$ cat src/rtl/axi_sram_slave.sv
// Combined-address-channel AXI responder onto a 1024 x 64 single-port synchronous SRAM.
// Supports FIXED/INCR/WRAP bursts of 1..16 beats and uses a 2-entry read FIFO to absorb rready stalls.
//
// state  | meaning
// IDLE   | aready high, waiting for an address
// WRITE  | accepting W beats, one SRAM write per beat
// READ   | issuing SRAM reads and draining the FIFO onto R
module axi_sram_slave #(
   parameter int ID_W   = 4,
   parameter int ADDR_W = 32
) (
   input  logic              gclk,
   input  logic              gresetn,
   input  logic [ID_W-1:0]   aid,
   input  logic [ADDR_W-1:0] aaddr,
   input  logic              avalid,
   input  logic              awrite,
   input  logic [3:0]        alen,
   input  logic [2:0]        asize,
   input  logic [1:0]        aburst,
   output logic              aready,
   input  logic [ID_W-1:0]   wid,
   input  logic [63:0]       wdata,
   input  logic [7:0]        wstrb,
   input  logic              wlast,
   input  logic              wvalid,
   output logic              wready,
   output logic [ID_W-1:0]   rid,
   output logic [63:0]       rdata,
   output logic              rlast,
   output logic              rvalid,
   input  logic              rready,
   output logic              sram_cen,
   output logic [7:0]        sram_wen,
   output logic [9:0]        sram_addr,
   output logic [63:0]       sram_datain,
   input  logic [63:0]       sram_dataout,
   output logic              err
);

   localparam logic [1:0] S_IDLE  = 2'd0;
   localparam logic [1:0] S_WRITE = 2'd1;
   localparam logic [1:0] S_READ  = 2'd2;

   logic [1:0]      state_q, state_d;
   logic            aready_q;
   logic [ID_W-1:0] id_q;
   logic [12:0]     addr_q;
   logic [3:0]      len_q;
   logic [1:0]      size_q;
   logic [1:0]      burst_q;
   logic [3:0]      cnt_q;
   logic [4:0]      icnt_q;
   logic            rd1_q, rd2_q, last1_q, last2_q;
   logic [63:0]     fifo_data_q [2];
   logic            fifo_last_q [2];
   logic            wptr_q, rptr_q;
   logic [1:0]      fcnt_q;
   logic            sram_cen_q;
   logic [7:0]      sram_wen_q;
   logic [9:0]      sram_addr_q;
   logic [63:0]     sram_datain_q;
   logic            err_q;

   logic            a_hs, w_hs, pop, issue_rd, wrap_ok, bad_size;
   logic [1:0]      acc_size, acc_burst;
   logic [2:0]      occ;
   logic            unused_bits;

   assign unused_bits = ^{wid, aaddr[ADDR_W-1:13]};

   // FIXED holds, WRAP stays inside a (len+1)<<size window, everything else increments.
   function automatic logic [12:0] next_addr(input logic [12:0] a, input logic [1:0] sz,
                                             input logic [3:0] ln, input logic [1:0] bt);
      logic [12:0] step, mask, sum;
      step = 13'd1 << sz;
      mask = (({9'd0, ln} + 13'd1) << sz) - 13'd1;
      sum  = a + step;
      case (bt)
         2'd0:    return a;
         2'd2:    return (a & ~mask) | (sum & mask);
         default: return sum;
      endcase
   endfunction

   assign a_hs      = avalid & aready_q;
   assign wready    = (state_q == S_WRITE);
   assign w_hs      = wvalid & wready;
   assign rvalid    = (fcnt_q != 2'd0);
   assign pop       = rvalid & rready;
   assign rdata     = rvalid ? fifo_data_q[rptr_q] : 64'd0;
   assign rid       = rvalid ? id_q : '0;
   assign rlast     = rvalid & fifo_last_q[rptr_q];

   assign wrap_ok   = (alen == 4'd1) || (alen == 4'd3) || (alen == 4'd7) || (alen == 4'd15);
   assign bad_size  = (asize > 3'd3);
   assign acc_size  = bad_size ? 2'd3 : asize[1:0];
   assign acc_burst = (aburst == 2'd2 && !wrap_ok) ? 2'd1 : aburst;

   // Reads in the SRAM pipeline plus FIFO entries must never exceed the two FIFO slots.
   assign occ      = {1'b0, fcnt_q} + {2'b0, rd1_q} + {2'b0, rd2_q};
   assign issue_rd = (state_q == S_READ) && (icnt_q <= {1'b0, len_q}) &&
                     (occ < (3'd2 + {2'b0, pop}));

   always_comb begin
      state_d = state_q;
      case (state_q)
         S_IDLE:  if (a_hs) state_d = awrite ? S_WRITE : S_READ;
         S_WRITE: if (w_hs && cnt_q == len_q) state_d = S_IDLE;
         S_READ:  if (pop && rlast) state_d = S_IDLE;
         default: state_d = S_IDLE;
      endcase
   end

   always_ff @(posedge gclk) begin
      if (!gresetn) begin
         state_q       <= S_IDLE;
         aready_q      <= 1'b0;
         id_q          <= '0;
         addr_q        <= '0;
         len_q         <= '0;
         size_q        <= '0;
         burst_q       <= '0;
         cnt_q         <= '0;
         icnt_q        <= '0;
         rd1_q         <= 1'b0;
         rd2_q         <= 1'b0;
         last1_q       <= 1'b0;
         last2_q       <= 1'b0;
         wptr_q        <= 1'b0;
         rptr_q        <= 1'b0;
         fcnt_q        <= '0;
         sram_cen_q    <= 1'b1;
         sram_wen_q    <= 8'hFF;
         sram_addr_q   <= '0;
         sram_datain_q <= '0;
         err_q         <= 1'b0;
      end else begin
         state_q    <= state_d;
         aready_q   <= (state_d == S_IDLE);
         sram_cen_q <= 1'b1;
         sram_wen_q <= 8'hFF;
         rd1_q      <= 1'b0;
         rd2_q      <= rd1_q;
         last2_q    <= last1_q;

         if (a_hs) begin
            id_q    <= aid;
            len_q   <= alen;
            size_q  <= acc_size;
            burst_q <= acc_burst;
            cnt_q   <= '0;
            if (bad_size || (aburst == 2'd2 && !wrap_ok)) err_q <= 1'b1;
            if (awrite) begin
               addr_q <= aaddr[12:0];
               icnt_q <= '0;
            end else begin
               // First read beat is launched on acceptance so data lands in T+2.
               addr_q      <= next_addr(aaddr[12:0], acc_size, alen, acc_burst);
               icnt_q      <= 5'd1;
               sram_cen_q  <= 1'b0;
               sram_addr_q <= aaddr[12:3];
               rd1_q       <= 1'b1;
               last1_q     <= (alen == 4'd0);
            end
         end

         if (w_hs) begin
            sram_cen_q    <= 1'b0;
            sram_wen_q    <= ~wstrb;
            sram_addr_q   <= addr_q[12:3];
            sram_datain_q <= wdata;
            addr_q        <= next_addr(addr_q, size_q, len_q, burst_q);
            cnt_q         <= cnt_q + 4'd1;
            if (wlast != (cnt_q == len_q)) err_q <= 1'b1;
         end

         if (issue_rd) begin
            sram_cen_q  <= 1'b0;
            sram_addr_q <= addr_q[12:3];
            addr_q      <= next_addr(addr_q, size_q, len_q, burst_q);
            icnt_q      <= icnt_q + 5'd1;
            rd1_q       <= 1'b1;
            last1_q     <= (icnt_q[3:0] == len_q);
         end

         if (rd2_q) begin
            fifo_data_q[wptr_q] <= sram_dataout;
            fifo_last_q[wptr_q] <= last2_q;
            wptr_q              <= ~wptr_q;
         end
         if (pop) rptr_q <= ~rptr_q;
         case ({rd2_q, pop})
            2'b10:   fcnt_q <= fcnt_q + 2'd1;
            2'b01:   fcnt_q <= fcnt_q - 2'd1;
            default: fcnt_q <= fcnt_q;
         endcase
      end
   end

   assign aready      = aready_q;
   assign sram_cen    = sram_cen_q;
   assign sram_wen    = sram_wen_q;
   assign sram_addr   = sram_addr_q;
   assign sram_datain = sram_datain_q;
   assign err         = err_q;

endmodule

$ cat config.mk
export PLATFORM = sky130hd
export DESIGN_NAME = axi_sram_slave
export DESIGN_NICKNAME = d
export VERILOG_FILES = /design/src/rtl/axi_sram_slave.sv
export SDC_FILE = /design/constraint.sdc
export NUM_CORES = 1
export LEC_CHECK = 0
export CAP_MARGIN = 20
export CELL_PAD_IN_SITES_DETAIL_PLACEMENT = 1
export CELL_PAD_IN_SITES_GLOBAL_PLACEMENT = 1
export CORE_MARGIN = 10
export CORE_UTILIZATION = 36
export DETAILED_ROUTE_END_ITERATION = 12
export GPL_TIMING_DRIVEN = 0
export PLACE_DENSITY_LB_ADDON = 0.05
export SYNTH_ARGS = -nofsm -noshare
export SYNTH_HDL_FRONTEND = slang
export SYNTH_SLANG_ARGS = --single-unit
$ cat constraint.sdc
create_clock -name gclk -period 7.63 [get_ports gclk]
set_input_delay 0.763 -clock gclk [delete_from_list [all_inputs] [get_ports gclk]]
set_output_delay 0.763 -clock gclk [all_outputs]
set_load 0.1 [all_outputs]
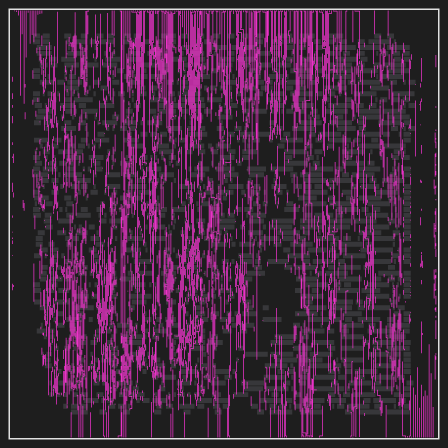
*Metal 2*
Cells faint in the background.
The longest straight run is 92.5 µm. The layer holds 48% of the routed length. 1,511 nets have wire on it.
count of vias placed by the detailed router: 10,210
met2 capacity usage during global routing: 0.3231
final wirelength: 41,260 µm

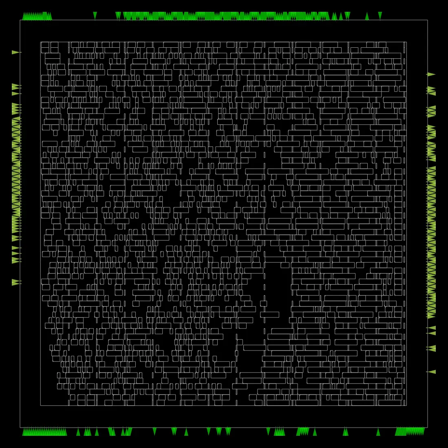
*Placement view*
standard-cell rows: 66
post-route non-filler standard cell count: 1,994

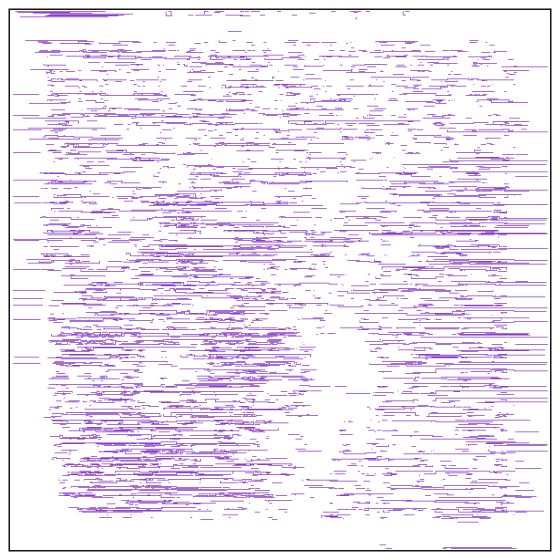
*M1 wires*
The wires run mostly horizontal. The layer holds 44% of the routed length. The longest straight run is 53.8 µm. The layer carries 18,100 µm of wire. 1,601 nets have wire on it.

cell type report:
| cell class | instances | area [µm²] | area share |
|---|---|---|---|
| antenna | 3 | 7.507 | 0.0004498 |
| buffer | 70 | 311.5 | 0.01867 |
| timing repair buffer | 329 | 3323 | 0.1991 |
| sequential | 260 | 6506 | 0.3898 |
| tap | 442 | 553.0 | 0.03314 |
| inverter | 27 | 101.3 | 0.006072 |
| multi-input combinational | 807 | 4921 | 0.2948 |
| clock inverter | 21 | 186.4 | 0.01117 |
| clock buffer | 35 | 779.5 | 0.04671 |
layer usage:
layer / GRT usage / vias to the layer above / routed length (µm)
li1: - / 4873 / -
met1: 0.2469 / 5013 / 18080
met2: 0.3231 / 265 / 19910
met3: 0.04369 / 57 / 2387
met4: 0.05503 / 0 / 880
met5: 0 / - / 0
==> Changelog: implementation <==
## Implementation

- Largest register by flop count: fifo_data_q
- Start of the worst register-to-register path: size_q[1]$_SDFFE_PN0P_
- Max capacitance violation total: 0
- Result of the run: completed
- Leading cell types by total area after synthesis: edfxtp_1 (33%), dfxtp_1 (22%), mux2i_1 (6.6%)
- P_comb: 0.000919 W
- Critical path fanouts, max: 10
- Worst-Skew Late Latency: 0.56 ns
- Number of standard cells reported by yosys: 1,164
- Vias per cell: 5.119
- I/O pins: 348
- Clock sink total: 260
- Syn_nets: 1,381
- Pint: 0.002611 W
- Number of port buffers: 321
- Core Util, Final: 0.5143
- Logic gate share of total power: 0.238
- Path category of the worst min-delay check: flip-flop to flip-flop
- Upper clock frequency limit: 0.2282 GHz
- Fraction of synthesis flops using an asynchronous set or reset pin: 0
- Cell seen most often among critical-path stages: clkbuf_1
- CTS buffer count: 30
- Area growth from synthesis to final layout: 41.08%
No activity file was given, so power comes from the tool's default toggle rates.
